===== config.mk =====
export PLATFORM = sky130hd
export DESIGN_NAME = alu_writeback_flat
export DESIGN_NICKNAME = d
export VERILOG_FILES = /design/src/rtl/cpu_pkg.sv /design/src/rtl/alu_writeback_if.sv /design/src/rtl/alu_writeback.sv /design/src/flat_wrapper.sv
export SDC_FILE = /design/constraint.sdc
export NUM_CORES = 1
export LEC_CHECK = 0
export CORE_UTILIZATION = 43
export DETAILED_ROUTE_END_ITERATION = 7
export PLACE_DENSITY = 0.83
export SYNTH_ARGS = -nofsm -noshare
export SYNTH_HDL_FRONTEND = slang
export SYNTH_SLANG_ARGS = --single-unit

===== constraint.sdc =====
create_clock -name clk -period 2.7 [get_ports clk]
set_input_delay 0.27 -clock clk [delete_from_list [all_inputs] [get_ports clk]]
set_output_delay 0.27 -clock clk [all_outputs]
set_load 0.05 [all_outputs]

===== src/rtl/cpu_pkg.sv =====
// Shared CPU definitions: opcodes seen by the writeback stage, its state
// encoding and the architectural reset values of the status and stack registers.
package cpu_pkg;

  localparam logic [5:0] OP_MUL = 6'b101010;
  localparam logic [5:0] OP_RTN = 6'b100110;

  localparam logic [11:0] STACK_RESET_DEF  = 12'hFFF;
  localparam logic [7:0]  STATUS_RESET_DEF = 8'h00;

  typedef enum logic {
    IDLE   = 1'b0,
    MUL_HI = 1'b1
  } wb_state_e;

endpackage


===== src/rtl/alu_writeback_if.sv =====
// ALU-to-writeback bundle: result handshake, register-file write port and the
// status/stack feedback that returns to the ALU.
interface alu_writeback_if;

  logic        in_valid;
  logic        in_ready;
  logic [5:0]  encoded_opcode;
  logic        reg_we_req;
  logic [2:0]  reg_write_addr;
  logic [15:0] aluout1;
  logic [15:0] aluout2;
  logic [7:0]  statusregout;
  logic [11:0] decremented_stack_reg;
  logic        hold;
  logic        rf_we;
  logic [2:0]  rf_waddr;
  logic [15:0] rf_wdata;
  logic [7:0]  statusreg;
  logic [11:0] stack_reg;
  logic        mul_busy;

  modport master (
    output in_valid, encoded_opcode, reg_we_req, reg_write_addr,
           aluout1, aluout2, statusregout, decremented_stack_reg, hold,
    input  in_ready, rf_we, rf_waddr, rf_wdata, statusreg, stack_reg, mul_busy
  );

  modport slave (
    input  in_valid, encoded_opcode, reg_we_req, reg_write_addr,
           aluout1, aluout2, statusregout, decremented_stack_reg, hold,
    output in_ready, rf_we, rf_waddr, rf_wdata, statusreg, stack_reg, mul_busy
  );

endinterface


===== src/rtl/alu_writeback.sv =====
// Registered writeback stage: drives the register-file write port, owns the
// status register and stack pointer, and splits MUL results into two writes.
module alu_writeback #(
  parameter logic [11:0] STACK_RESET  = cpu_pkg::STACK_RESET_DEF,
  parameter logic [7:0]  STATUS_RESET = cpu_pkg::STATUS_RESET_DEF
) (
  input logic            clk,
  input logic            reset,
  alu_writeback_if.slave bus
);
  import cpu_pkg::*;

  wb_state_e   state_q, state_d;
  logic        rf_we_q, rf_we_d;
  logic [2:0]  rf_waddr_q, rf_waddr_d;
  logic [15:0] rf_wdata_q, rf_wdata_d;
  logic [7:0]  status_q, status_d;
  logic [11:0] stack_q, stack_d;
  logic [15:0] hi_data_q, hi_data_d;
  logic [2:0]  hi_addr_q, hi_addr_d;
  logic        mul_busy_q, mul_busy_d;
  logic        in_ready;
  logic        accept;

  assign in_ready = (state_q == IDLE) && !bus.hold && !reset;
  assign accept   = bus.in_valid && in_ready;

  always_comb begin
    state_d    = state_q;
    rf_we_d    = 1'b0;
    rf_waddr_d = rf_waddr_q;
    rf_wdata_d = rf_wdata_q;
    status_d   = status_q;
    stack_d    = stack_q;
    hi_data_d  = hi_data_q;
    hi_addr_d  = hi_addr_q;
    mul_busy_d = mul_busy_q;
    case (state_q)
      IDLE: begin
        if (accept) begin
          rf_waddr_d = bus.reg_write_addr;
          rf_wdata_d = bus.aluout1;
          status_d   = bus.statusregout;
          if (bus.encoded_opcode == OP_MUL) begin
            // The high half always lands in the next register, wrapping R7 to R0.
            rf_we_d    = 1'b1;
            hi_data_d  = bus.aluout2;
            hi_addr_d  = bus.reg_write_addr + 3'd1;
            mul_busy_d = 1'b1;
            state_d    = MUL_HI;
          end else begin
            rf_we_d = bus.reg_we_req;
            if (bus.encoded_opcode == OP_RTN) begin
              stack_d = bus.decremented_stack_reg;
            end
          end
        end
      end
      MUL_HI: begin
        if (!bus.hold) begin
          rf_we_d    = 1'b1;
          rf_waddr_d = hi_addr_q;
          rf_wdata_d = hi_data_q;
          mul_busy_d = 1'b0;
          state_d    = IDLE;
        end
      end
      default: state_d = IDLE;
    endcase
  end

  always_ff @(posedge clk or posedge reset) begin
    if (reset) begin
      state_q    <= IDLE;
      rf_we_q    <= 1'b0;
      rf_waddr_q <= 3'd0;
      rf_wdata_q <= 16'd0;
      status_q   <= STATUS_RESET;
      stack_q    <= STACK_RESET;
      hi_data_q  <= 16'd0;
      hi_addr_q  <= 3'd0;
      mul_busy_q <= 1'b0;
    end else begin
      state_q    <= state_d;
      rf_we_q    <= rf_we_d;
      rf_waddr_q <= rf_waddr_d;
      rf_wdata_q <= rf_wdata_d;
      status_q   <= status_d;
      stack_q    <= stack_d;
      hi_data_q  <= hi_data_d;
      hi_addr_q  <= hi_addr_d;
      mul_busy_q <= mul_busy_d;
    end
  end

  assign bus.in_ready  = in_ready;
  assign bus.rf_we     = rf_we_q;
  assign bus.rf_waddr  = rf_waddr_q;
  assign bus.rf_wdata  = rf_wdata_q;
  assign bus.statusreg = status_q;
  assign bus.stack_reg = stack_q;
  assign bus.mul_busy  = mul_busy_q;

endmodule


===== src/flat_wrapper.sv =====
// flat-port wrapper written by rule: the top's interface ports become plain ports
module alu_writeback_flat import cpu_pkg::*;
#(
  parameter logic [11:0] STACK_RESET  = cpu_pkg::STACK_RESET_DEF,
  parameter logic [7:0]  STATUS_RESET = cpu_pkg::STATUS_RESET_DEF
)
  (clk, reset, bus_in_valid, bus_encoded_opcode, bus_reg_we_req, bus_reg_write_addr, bus_aluout1, bus_aluout2, bus_statusregout, bus_decremented_stack_reg, bus_hold, bus_in_ready, bus_rf_we, bus_rf_waddr, bus_rf_wdata, bus_statusreg, bus_stack_reg, bus_mul_busy);
  alu_writeback_if bus_i ();
  input logic clk;
  input logic reset;
  input wire logic [$bits(bus_i.in_valid)-1:0] bus_in_valid;
  input wire logic [$bits(bus_i.encoded_opcode)-1:0] bus_encoded_opcode;
  input wire logic [$bits(bus_i.reg_we_req)-1:0] bus_reg_we_req;
  input wire logic [$bits(bus_i.reg_write_addr)-1:0] bus_reg_write_addr;
  input wire logic [$bits(bus_i.aluout1)-1:0] bus_aluout1;
  input wire logic [$bits(bus_i.aluout2)-1:0] bus_aluout2;
  input wire logic [$bits(bus_i.statusregout)-1:0] bus_statusregout;
  input wire logic [$bits(bus_i.decremented_stack_reg)-1:0] bus_decremented_stack_reg;
  input wire logic [$bits(bus_i.hold)-1:0] bus_hold;
  output wire logic [$bits(bus_i.in_ready)-1:0] bus_in_ready;
  output wire logic [$bits(bus_i.rf_we)-1:0] bus_rf_we;
  output wire logic [$bits(bus_i.rf_waddr)-1:0] bus_rf_waddr;
  output wire logic [$bits(bus_i.rf_wdata)-1:0] bus_rf_wdata;
  output wire logic [$bits(bus_i.statusreg)-1:0] bus_statusreg;
  output wire logic [$bits(bus_i.stack_reg)-1:0] bus_stack_reg;
  output wire logic [$bits(bus_i.mul_busy)-1:0] bus_mul_busy;
  assign bus_i.in_valid = bus_in_valid;
  assign bus_i.encoded_opcode = bus_encoded_opcode;
  assign bus_i.reg_we_req = bus_reg_we_req;
  assign bus_i.reg_write_addr = bus_reg_write_addr;
  assign bus_i.aluout1 = bus_aluout1;
  assign bus_i.aluout2 = bus_aluout2;
  assign bus_i.statusregout = bus_statusregout;
  assign bus_i.decremented_stack_reg = bus_decremented_stack_reg;
  assign bus_i.hold = bus_hold;
  assign bus_in_ready = bus_i.in_ready;
  assign bus_rf_we = bus_i.rf_we;
  assign bus_rf_waddr = bus_i.rf_waddr;
  assign bus_rf_wdata = bus_i.rf_wdata;
  assign bus_statusreg = bus_i.statusreg;
  assign bus_stack_reg = bus_i.stack_reg;
  assign bus_mul_busy = bus_i.mul_busy;
  alu_writeback #(.STACK_RESET(STACK_RESET), .STATUS_RESET(STATUS_RESET)) u_core (.clk(clk), .reset(reset), .bus(bus_i));
endmodule

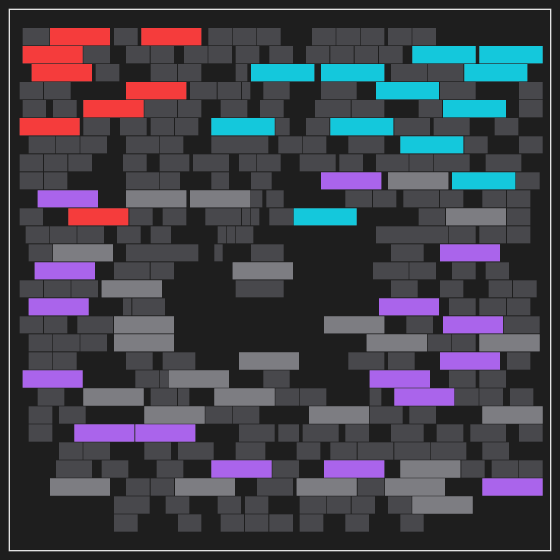
*Sequential cells grouped by signal name, run 1*
Other sequential cells in the stronger gray, the rest of the logic in the fainter gray.
legend:
  red:
    signal: `u_core.bus.statusreg`
    placed_flops: 8
    where: top left
  cyan:
    signal: `u_core.bus.stack_reg`
    placed_flops: 12
  purple:
    signal: `u_core.bus.rf_wdata`
    placed_flops: 16
not colored: 25
Final Core Density: 68.1%
Sequential Area: 1540 sq um

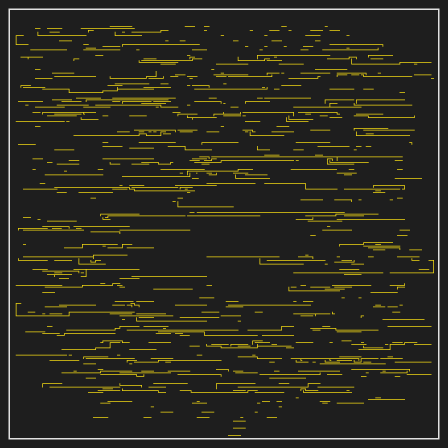
*Metal 1, run 1*
main direction: horizontal
wire length on this layer: 2470 microns
longest straight run: 36.3 microns
nets with wire on the layer: 280
share of all routed wire: 43%
via count: 1774
WL final: 5680 microns
met1 usage: 22.9%

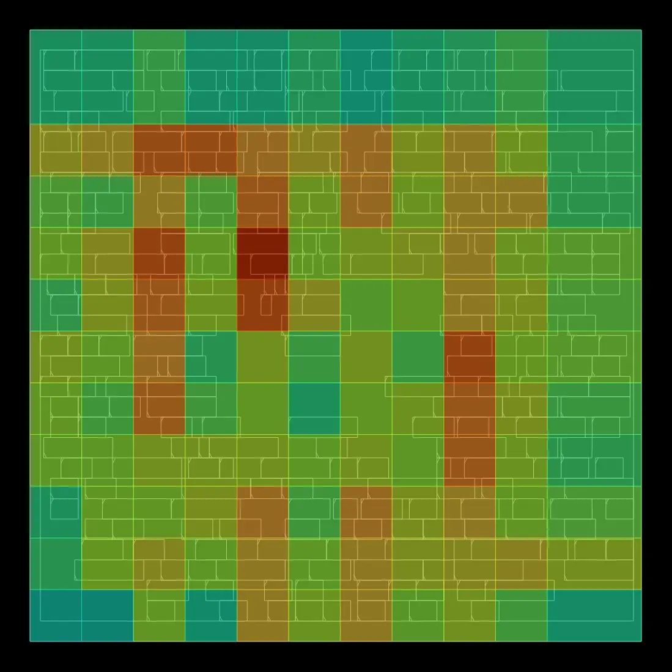
*Congestion heat map, run 1*
gr busiest metal: met2
met3 usage: 6.67%
global-route usage over all layers: 18.4%

==> run 1: path summary, 6_finish.rpt <==
path / startpoint / depth (start not counted) / end
min: reset / 2 / u_core.hi_data_q[5]$_DFFE_PP0P_
max reg2reg: u_core.state_q$_DFF_PP0_ / 3 / u_core.bus.stack_reg[3]$_DFFE_PP1P_
max in group asynchronous: reset / 3 / u_core.bus.stack_reg[1]$_DFFE_PP1P_
min reg2reg: u_core.bus.statusreg[7]$_DFFE_PP0P_ / 1 / u_core.bus.statusreg[7]$_DFFE_PP0P_
max: bus_hold / 3 / bus_in_ready
min in group clk: u_core.bus.statusreg[7]$_DFFE_PP0P_ / 1 / u_core.bus.statusreg[7]$_DFFE_PP0P_
==> run 1: cells in the final DEF, fill, tap and decap left out, types with 2 or more instances in the layout <==
cell type	instances
mux2_4	27
clkbuf_8	11
bufinv_16	2
nand4b_2	2
clkdlybuf4s50_1	107
dfstp_2	12
clkinv_2	2
buf_4	4
inv_1	2
mux2_2	49
dfrtp_1	49
nand2_1	3
==> run 1: per-stage QoR <==
step / setup WS, ns / instance area, sq um
floorplan: 0.614 / 2720
global placement: 0.490 / 3880
detailed placement: 0.417 / 3880
CTS: 0.539 / 4110
global route: 0.483 / 4110
finish: 0.549 / 4110
==> run 1: power groups by stage <==
stage	clock network (mW)	registers (mW)	logic (mW)
2_1_floorplan	0	1.40	0.147
6_report	0.918	1.07	0.765
4_1_cts	0.932	1.08	0.772
5_1_grt	0.982	1.09	0.799
3_5_place_dp	0	1.09	0.770
3_3_place_gp	0	1.09	0.765
==> run 1: kinds of logic (layout without fill, tap and decap cells) <==
| family | count (synthesis) | after routing | synth area share, % |
|---|---|---|---|
| mux | 77 | 77 | 35.5 |
| flops | 61 | 61 | 56.6 |
| simple gates | 11 | 11 | 3.72 |
| buf+inv | 11 | 131 | 2.62 |
| compound gates | 3 | 3 | 0.689 |
| fa+ha+maj | 1 | 1 | 0.460 |
| xor+xnor | 1 | 1 | 0.322 |
==> run 1: area by class of cell <==
class / count / area [sq um]
Fill cell: 434 / 1920
Sequential cell: 61 / 1540
Timing Repair Buffer: 112 / 1120
Clock inverter: 4 / 70.1
Clock buffer: 12 / 155
Multi-Input combinational cell: 93 / 1110
Inverter: 3 / 11.3
Tap cell: 75 / 93.8
==> run 1: layer usage <==
metal | vias up | share of wire, % | global-route usage [%]
met4 | 0 | 1.2 | 6.96
met1 | 886 | 43 | 22.9
met2 | 62 | 47 | 29.2
met5 | - | 0 | 0
met3 | 7 | 8.1 | 6.67
li1 | 819 | - | -
==> flow_summary.json, run 1 <==
{
  "syn_area_sq_um": 2720,
  "ir_worst_vdd_uv": 421,
  "critPathMostFrequentCell": "clkdlybuf4s50_1",
  "critPathLaunchType": "input port",
  "fin_skew_ns": 0.0100,
  "ant_nets": 0,
  "intPower_mw": 1.93,
  "clock_path_buffers": 2,
  "relSlewSlack_pct": 63.2,
  "leakage_nw": 1.85,
  "ios": 108,
  "ys_seq_share_pct": 56.6,
  "maxCapViolCount": 0,
  "syn_area_per_cell_sq_um": 16.5,
  "clock_latency_ns": 0.33,
  "min_path_type": "in2async",
  "avgRoutedWirePerCell_microns": 15.8,
  "place_congestion": 0.689,
  "avgViaCountPerCell": 4.93,
  "max_slew.worst_pin.slew_ns": 0.550,
  "drt_iter0_markers": 49,
  "dieArea_sq_um": 6650,
  "grt_pass1_wl_microns": 8910,
  "grt_pass1_vias": 1809,
  "finalHoldViolations": 0,
  "switchingPower_uw": 830,
  "synth_warnings": 0,
  "die_y_microns": 81.6,
  "path_max_fanout": 6,
  "fp_util_pct": 45.2,
  "post_cts_buffers": 0,
  "required_ns": 2.43,
  "num_antenna_cells": 0,
  "clk_pin_slew_ns": 0.07,
  "ys_cells": 165,
  "synth_top_cell_by_area": "dfrtp_1",
  "finalSetupViolCount": 0,
  "rrSetupSlack_ns": 0.82,
  "ctsHoldBuffers": 0,
  "warnings": 26,
  "area_growth_syn_to_layout_pct": 50.9,
  "p_per_area_nw_per_um2": 671,
  "num_rows": 28,
  "worstPathBufferInverterCount": 2,
  "slowest_stage": "clkdlybuf4s50_1",
  "min_period_over_period_pct": 79.7,
  "dieWidth_microns": 81.6,
  "ys_async_sr_fraction_pct": 100,
  "floorplan.nets": 232,
  "drc": 0,
  "finalNonFillerCells": 360,
  "critPathKind": "in2out",
  "pwr-share-seq_pct": 39.0,
  "hold_ws_ns": 0.388,
  "crit_family": "buffers and inverters",
  "worstPathCellList": "clkdlybuf4s50_1, nor3_1, clkdlybuf4s50_1",
  "grt_max_degree": 45,
  "hpwlAfterDp_microns": 3840,
  "clock_power_share_pct": 33.3,
  "htree_levels": 3,
  "antenna_found_initial": 0,
  "ff_type": "dfrtp_1",
  "swShare_pct": 30.1,
  "fin_setup_tns_ns": 0,
  "grt-ovfl-total": 0,
  "coreArea_sq_um": 6030,
  "ctsResizeCount": 0,
  "period_minus_slack_ns": 2.15,
  "cts_tree": "done",
  "ys_ff": 61,
  "yosysTopAreaCellShare_pct": 45.1,
  "numCtsBuffers": 9,
  "status": "finished, final reports clean",
  "clkSinkCount": 61,
  "rsz0062_at_grt": "false",
  "cp-end-kind": "output port",
  "drive_gt1_share_pct": 40.0,
  "synthTopCellsByCount": "49 x dfrtp_1, 49 x mux2_2, 27 x mux2_4",
  "dr.pass1.iters": 3,
  "synthTopCellsByArea": "dfrtp_1 45%, mux2_2 20%, mux2_4 15%",
  "port-buffer-count": 107,
  "total_power_mw": 2.76,
  "ys_chip_area_sq_um": 2720,
  "slowest_delay_ns": 0.83,
  "netlist_instances": 165,
  "combPwrFrac_pct": 27.7,
  "ctsRootBufferMaster": "clkbuf_8",
  "critPathArrivalTime_ns": 1.88,
  "drv_slew": 0,
  "edf_count": 0,
  "yosysUniqueCellTypes": 22,
  "fmax_ghz": 0.465,
  "dp_cells": 344,
  "finalNetCount": 347
}
### Clock wires, drivers and flops, run 1

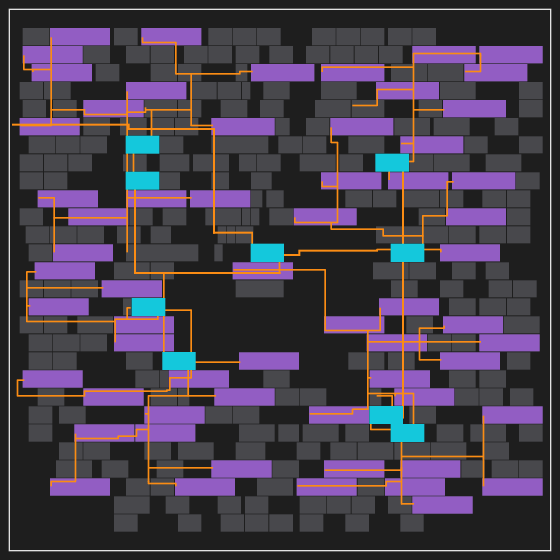

==> inputs of run 2 (changes only) <==
CORE_UTILIZATION = 39   (was 43)
PLACE_DENSITY = 0.8   (was 0.83)
clock period = 1.9 ns   (was 2.7 ns; I/O delays follow)
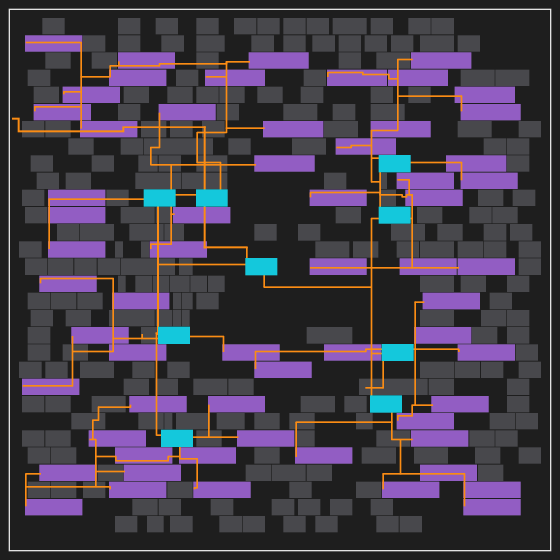
*Clock wires, drivers and flops, run 2*
legend:
  purple:
    item: flip-flops
    count: 61
  cyan:
    item: clock-net drivers
    count: 9
  orange:
    item: clock wires
    length: 773 microns
flops lie: widely spread
routed clock nets: 10
clock distribution power: 1.27 mW
clock group share of total power: 32.5%
clk_skew: 0.00728 ns
Insertion Delay late pin: 0.32 ns

==> flow_summary.json, run 2 <==
{
  "status": "finished, final reports clean",
  "ctsRootBufferMaster": "clkbuf_8",
  "num_rows": 30,
  "min_path_type": "in2async",
  "crit_family": "buffers and inverters",
  "warnings": 26,
  "fill_cells": 547,
  "wl_microns": 5790,
  "finalNonFillerCells": 370,
  "drv_slew": 0,
  "dp_cells": 354,
  "rsz0062_at_grt": "false",
  "clkSinkCount": 61,
  "synth_top_cell_by_area": "dfrtp_1",
  "avgRoutedWirePerCell_microns": 15.6,
  "lay_top_count": "clkdlybuf4s50_1",
  "required_ns": 1.71,
  "ctsResizeCount": 0,
  "cp-end-kind": "output port",
  "clock_path_buffers": 2,
  "htree_levels": 3,
  "critPathKind": "reg2out",
  "edf_count": 0,
  "floorplan.nets": 232,
  "ff_type": "dfrtp_1",
  "period_minus_slack_ns": 1.85,
  "dr.pass1.iters": 4,
  "total_power_mw": 3.90,
  "placed_cell_area_sq_um": 3960,
  "ys_seq_share_pct": 56.6,
  "p_per_area_nw_per_um2": 931,
  "coreArea_sq_um": 6760,
  "top_logic_kind": "multiplexers",
  "grt-busiest-layer": "met2",
  "path_max_fanout": 2,
  "area_growth_syn_to_layout_pct": 53.9,
  "ant_nets": 0,
  "antenna_found_initial": 0,
  "maxCapViolCount": 0,
  "drc": 0,
  "critPathLaunchType": "flop",
  "finalSetupViolCount": 0,
  "finalNetCount": 352,
  "slowest_delay_ns": 0.81,
  "ys_sh_xor_pct": 0.322,
  "worstPathBufferInverterCount": 1,
  "ys_sh_simple_pct": 3.72,
  "dieWidth_microns": 85.5,
  "hpwlAfterDp_microns": 4220,
  "syn_area_sq_um": 2720,
  "hold_ws_ns": 0.399,
  "relSlewSlack_pct": 64.3,
  "yosysTopAreaCellShare_pct": 45.1,
  "place_congestion": 0.741,
  "synthTopCellsByCount": "49 x dfrtp_1, 49 x mux2_2, 27 x mux2_4",
  "synth_warnings": 0,
  "netlist_instances": 165,
  "grt_max_degree": 35,
  "critPathArrivalTime_ns": 1.66,
  "syn_area_per_cell_sq_um": 16.5,
  "finalWorstSetupSlack_ns": 0.0522,
  "grt-ovfl-total": 0,
  "fin_setup_tns_ns": 0,
  "dr_total_vias": 1774,
  "ys_async_sr_fraction_pct": 100,
  "num_antenna_cells": 0,
  "drt_iter0_markers": 29,
  "fmax_ghz": 0.541,
  "worstPathCellList": "clkdlybuf4s50_1",
  "die_y_microns": 85.5,
  "finalHoldViolations": 0,
  "avgViaCountPerCell": 4.79,
  "place_ws_ns": 0.0340,
  "max_slew.worst_pin.slew_ns": 0.533,
  "fp_util_pct": 40.3,
  "ys_cells": 165,
  "grt_util_met3_pct": 5.00,
  "grt_pass1_wl_microns": 9560,
  "grt_pass1_vias": 1914,
  "ys_chip_area_sq_um": 2720,
  "synthMuxAreaShare_pct": 35.5,
  "min_period_over_period_pct": 97.3,
  "gr-usage-all-layers_pct": 17.2,
  "port-buffer-count": 107,
  "ctsHoldBuffers": 0,
  "ios": 108,
  "fa_ha_area_share_pct": 0.460,
  "ir_worst_vdd_uv": 488,
  "synthTopCellsByArea": "dfrtp_1 45%, mux2_2 20%, mux2_4 15%",
  "clk_pin_slew_ns": 0.07,
  "grt.met1_usage_pct": 21.8,
  "gr-usage-met2_pct": 28.1,
  "yosysUniqueCellTypes": 22,
  "ys_ff": 61,
  "numCtsBuffers": 9,
  "dieArea_sq_um": 7320,
  "cts_tree": "done",
  "slowest_stage": "clkdlybuf4s50_1",
  "post_cts_buffers": 0,
  "leakage_nw": 1.88,
  "aoi_share_pct": 0.690,
  "final_cell_mix": "106 x clkdlybuf4s50_1, 49 x mux2_2, 49 x dfrtp_1",
  "final_area_sq_um": 4190,
  "drive_gt1_share_pct": 41.7
}
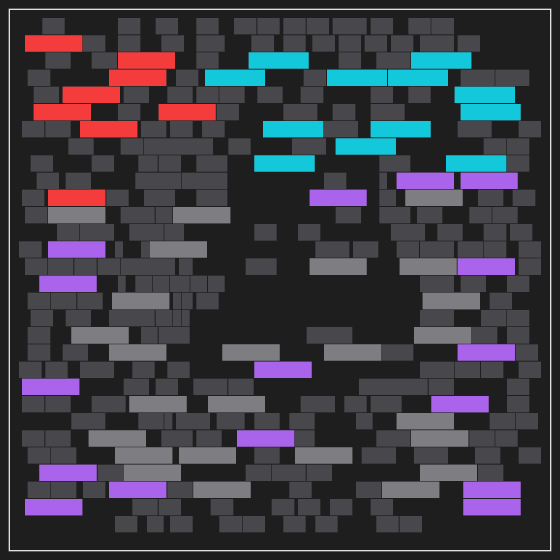
*Sequential cells grouped by signal name, run 2*
Other sequential cells in the stronger gray, the rest of the logic in the fainter gray.
legend:
  purple:
    signal: `u_core.bus.rf_wdata`
    placed_flops: 16
  cyan:
    signal: `u_core.bus.stack_reg`
    placed_flops: 12
  red:
    signal: `u_core.bus.statusreg`
    placed_flops: 8
    where: top left
Final Core Density: 62.0%
sequential cell area share: 36.8%
Seq group: 1.53 mW

==> run 2: worst paths after layout <==
kind | cells after the start | to | from | slack (ns)
max | 1 | bus_stack_reg[4] | u_core.bus.stack_reg[4]$_DFFE_PP1P_ | 0.05
min | 3 | u_core.hi_addr_q[0]$_DFFE_PP0P_ | reset | 0.40
max reg2reg | 5 | u_core.bus.rf_waddr[2]$_DFFE_PP0P_ | u_core.state_q$_DFF_PP0_ | 0.21
min reg2reg | 1 | u_core.bus.rf_wdata[11]$_DFFE_PP0P_ | u_core.bus.rf_wdata[11]$_DFFE_PP0P_ | 0.51
max in group asynchronous | 4 | u_core.bus.stack_reg[6]$_DFFE_PP1P_ | reset | 0.93
min in group clk | 2 | u_core.bus.statusreg[5]$_DFFE_PP0P_ | bus_statusregout[5] | 0.47
==> run 2: kinds of logic (layout without fill, tap and decap cells) <==
kind of cell	Yosys count	after routing
flip-flops	61	61
adder cells (fa/ha/maj)	1	1
AND/OR/NAND/NOR	11	11
multiplexers	77	77
XOR/XNOR	1	1
AND-OR/OR-AND	3	3
buffers and inverters	11	136
==> run 2: cell type report <==
type | instances | area [sq um] | area share (%)
sequential | 61 | 1540 | 36.8
inverter | 3 | 11.3 | 0.269
multi-input combinational | 93 | 1120 | 26.7
tap | 80 | 100 | 2.39
clock inverter | 6 | 86.3 | 2.06
clock buffer | 10 | 138 | 3.29
timing repair buffer | 117 | 1190 | 28.5
==> run 2: worst register-to-register path, cell delays in order (launching register included) <==
cell	delay (ns)
dfrtp_1	0.39
buf_4	0.33
inv_1	0.13
a21oi_2	0.15
buf_4	0.22
mux2_2	0.36
==> run 2: routing by layer <==
metal	part of all wire, %	vias up	routed length (microns)
met5	0	-	0
met4	0.69	0	40
met3	5.5	5	318
met2	50	56	2880
met1	44	886	2550
li1	-	827	-
==> run 2: report_power, final <==
part	switching (mW)	total [mW]	internal (mW)
Clock	0.498	1.27	0.769
Sequential	0.0746	1.53	1.45
Combinational	0.619	1.10	0.485
Total	1.19	3.90	2.71
### Congestion heat map, run 2

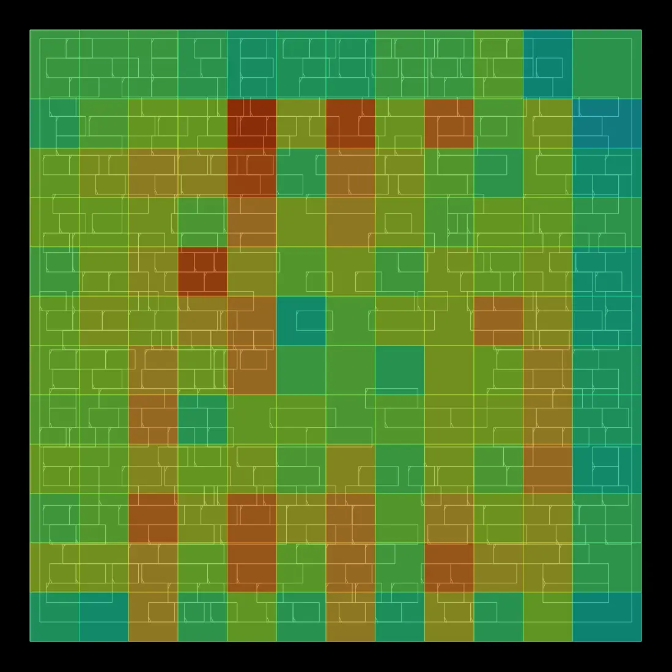

==> inputs of run 3 (changes only) <==
CAP_MARGIN = 15   (was not set)
CORE_UTILIZATION = 47   (was 39)
HOLD_SLACK_MARGIN = 0.1   (was not set)
PLACE_DENSITY = 0.9   (was 0.8)
clock period = 2.3 ns   (was 1.9 ns; I/O delays follow)
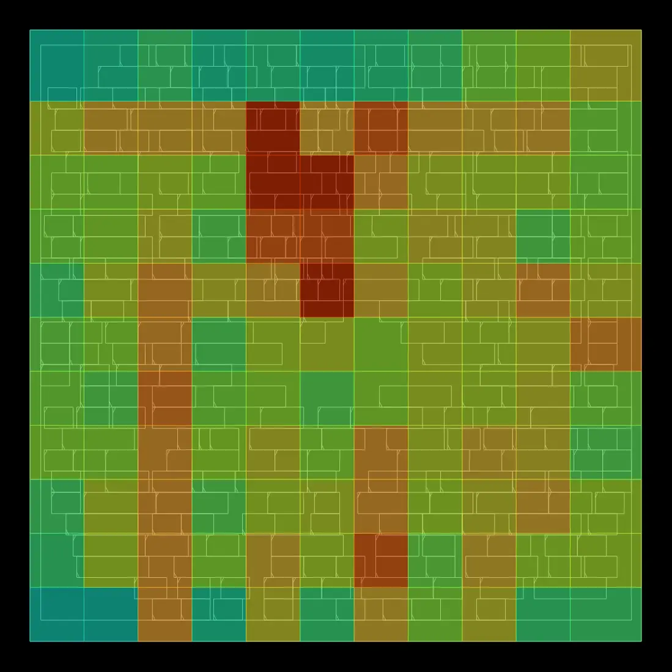
*Congestion heat map, run 3*
met2 GRT Util: 33.2%
routed len/inst: 15.8 microns
Final Core Density: 74.9%
met1 usage: 24.6%

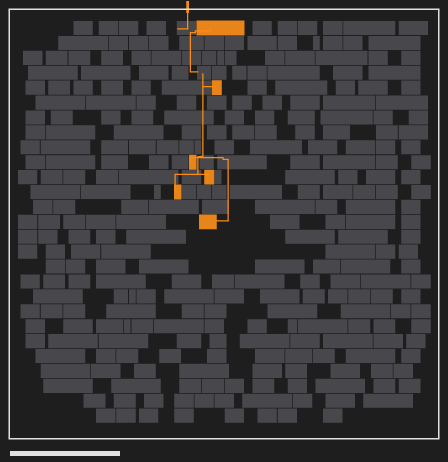
*I/O nets highlighted, run 3*
Bar = 20 microns.
legend:
  orange:
    port: `bus_hold`
    direction: input
    edge: top
    end_cells: 6
    buffers: 2
    wire: 70.5 microns
port bufs: 107
I/O pin count: 108

==> flow_summary.json, run 3 <==
{
  "num_rows": 27,
  "status": "finished, final reports clean",
  "fmax_ghz": 0.524,
  "hpwlAfterDp_microns": 4230,
  "combPwrFrac_pct": 27.4,
  "netlist_instances": 165,
  "worstPathCellList": "clkdlybuf4s50_1",
  "pwr-share-seq_pct": 38.2,
  "synthTopCellsByCount": "49 x dfrtp_1, 49 x mux2_2, 27 x mux2_4",
  "logic_area_sq_um": 1110,
  "clock_power_share_pct": 34.3,
  "lay_top_count": "clkdlybuf4s50_1",
  "ctsHoldBuffers": 0,
  "ys_seq_share_pct": 56.6,
  "dr_total_vias": 1771,
  "wl_microns": 5720,
  "regArea_sq_um": 1540,
  "finalHoldViolations": 0,
  "coreArea_sq_um": 5540,
  "clkSinkCount": 61,
  "period_minus_slack_ns": 1.91,
  "synth_warnings": 0,
  "min_period_over_period_pct": 83.0,
  "route.met3.wl_microns": 282,
  "htree_levels": 3,
  "required_ns": 2.07,
  "cp-end-kind": "output port",
  "path_max_fanout": 2,
  "m1WireLength_microns": 2390,
  "relSlewSlack_pct": 62.8,
  "wl_met2_microns": 2930,
  "yosysUniqueCellTypes": 22,
  "slowest_delay_ns": 0.82,
  "maxCapViolCount": 0,
  "intPower_mw": 2.35,
  "critPathArrivalTime_ns": 1.68,
  "post_cts_buffers": 0,
  "leakage_nw": 1.88,
  "dieWidth_microns": 78.1,
  "dieArea_sq_um": 6100,
  "grt_max_degree": 28,
  "area_growth_syn_to_layout_pct": 52.6,
  "dr.pass1.iters": 4,
  "edf_count": 0,
  "critPathKind": "reg2out",
  "ys_async_sr_fraction_pct": 100,
  "place_congestion": 0.807,
  "critPathLaunchType": "flop",
  "ys_chip_area_sq_um": 2720,
  "finalSetupViolCount": 0,
  "grt_pass1_vias": 1846,
  "grt-ovfl-total": 0,
  "ff_type": "dfrtp_1",
  "cts_tree": "done",
  "min_path_type": "in2async",
  "rsz0062_at_grt": "false",
  "finalNetCount": 352,
  "clock_path_buffers": 2,
  "fp_util_pct": 49.1,
  "max_slew.worst_pin.slew_ns": 0.557,
  "avgViaCountPerCell": 4.89,
  "warnings": 26,
  "yosysTopAreaCellShare_pct": 45.1,
  "die_y_microns": 78.1,
  "synth_top_cell_by_area": "dfrtp_1",
  "ant_nets": 0,
  "top_layer": "met4",
  "clk_pin_slew_ns": 0.07,
  "ys_cells": 165,
  "final_cell_mix": "106 x clkdlybuf4s50_1, 49 x mux2_2, 49 x dfrtp_1",
  "syn_area_per_cell_sq_um": 16.5,
  "synthTopCellsByArea": "dfrtp_1 45%, mux2_2 20%, mux2_4 15%",
  "grt_pass1_wl_microns": 9060,
  "num_antenna_cells": 0,
  "fin_skew_ns": 0.00651,
  "total_power_mw": 3.30,
  "fin_setup_tns_ns": 0,
  "drv_slew": 0,
  "gr-usage-all-layers_pct": 19.9,
  "crit_family": "buffers and inverters",
  "swShare_pct": 28.9,
  "drc": 0,
  "antenna_found_initial": 0,
  "drt_iter0_markers": 38,
  "ctsRootBufferMaster": "clkbuf_8",
  "ir_worst_vdd_uv": 573,
  "fill_cells": 391,
  "syn_area_sq_um": 2720,
  "numCtsBuffers": 9,
  "ctsResizeCount": 0,
  "clock_latency_ns": 0.32,
  "floorplan.nets": 232,
  "slowest_stage": "clkdlybuf4s50_1",
  "p_per_area_nw_per_um2": 795,
  "ys_ff": 61,
  "drive_gt1_share_pct": 41.0,
  "switchingPower_uw": 956
}
run 3: cell counts after synthesis:
Identical to the previous run, type by type.
run 3: through the flow:
step / utilization, % / worst slack, ns / cells / hold slack [ns] / area (sq um)
2_1_floorplan: - / 0.254 / 165 / 0.320 / 2720
3_3_place_gp: 70.6 / 0.365 / 346 / 0.489 / 3910
3_5_place_dp: 70.6 / 0.317 / 346 / 0.488 / 3910
4_1_cts: 74.9 / 0.367 / 362 / 0.403 / 4150
5_1_grt: 74.9 / 0.351 / 362 / 0.429 / 4150
6_report: 74.9 / 0.391 / 362 / 0.398 / 4150
run 3: power by group through the flow:
stage / sequential (mW) / clock (mW) / combinational (mW)
2_1_floorplan: 1.64 / 0 / 0.172
3_3_place_gp: 1.27 / 0 / 0.899
3_5_place_dp: 1.28 / 0 / 0.912
4_1_cts: 1.26 / 1.16 / 0.914
5_1_grt: 1.28 / 1.21 / 0.942
6_report: 1.26 / 1.13 / 0.905
run 3: logic make-up (layout without fill, tap and decap cells):
kind of cell	Yosys count	after routing	share of synthesized area (%)
AOI/OAI and AO/OA	3	3	0.689
xor gates and xnor gates	1	1	0.322
adders and majority gates	1	1	0.460
buffers and inverters	11	136	2.62
DFF	61	61	56.6
muxes	77	77	35.5
and+or+nand+nor	11	11	3.72
run 3: path summary, 6_finish.rpt:
check / endpoint / cells after the start / from / slack, ns
hold reg to reg: u_core.bus.statusreg[2]$_DFFE_PP0P_ / 1 / u_core.bus.statusreg[2]$_DFFE_PP0P_ / 0.51
hold / removal: u_core.bus.rf_we$_DFF_PP0_ / 2 / reset / 0.40
min in group clk: u_core.bus.statusreg[2]$_DFFE_PP0P_ / 1 / u_core.bus.statusreg[2]$_DFFE_PP0P_ / 0.51
setup reg to reg: u_core.bus.stack_reg[4]$_DFFE_PP1P_ / 5 / u_core.state_q$_DFF_PP0_ / 0.59
max in group asynchronous: u_core.bus.stack_reg[0]$_DFFE_PP1P_ / 3 / reset / 1.29
setup / recovery: bus_stack_reg[5] / 1 / u_core.bus.stack_reg[5]$_DFFE_PP1P_ / 0.39
run 3: layout make-up:
cell class,count,share of cell area [%]
Clock buffer,12,3.50
Clock inverter,4,2.29
Inverter,3,0.271
Multi-Input combinational cell,93,26.8
Sequential cell,61,37.1
Tap cell,72,2.17
Timing Repair Buffer,117,27.8
run 3: worst reg2reg max path: cells and delay by family (launching register included):
family	cells	cell delay (ns)
and+or+nand+nor	2	0.45
buffers and inverters	2	0.45
DFF	1	0.43
muxes	1	0.32
run 3: metal layers:
| metal | up-vias | global-route usage, % |
|---|---|---|
| met1 | 876 | 24.6 |
| li1 | 825 | - |
| met5 | - | 0 |
| met4 | 0 | 8.52 |
| met3 | 11 | 4.65 |
| met2 | 59 | 33.2 |
No activity file was given, so power comes from the tool's default toggle rates.
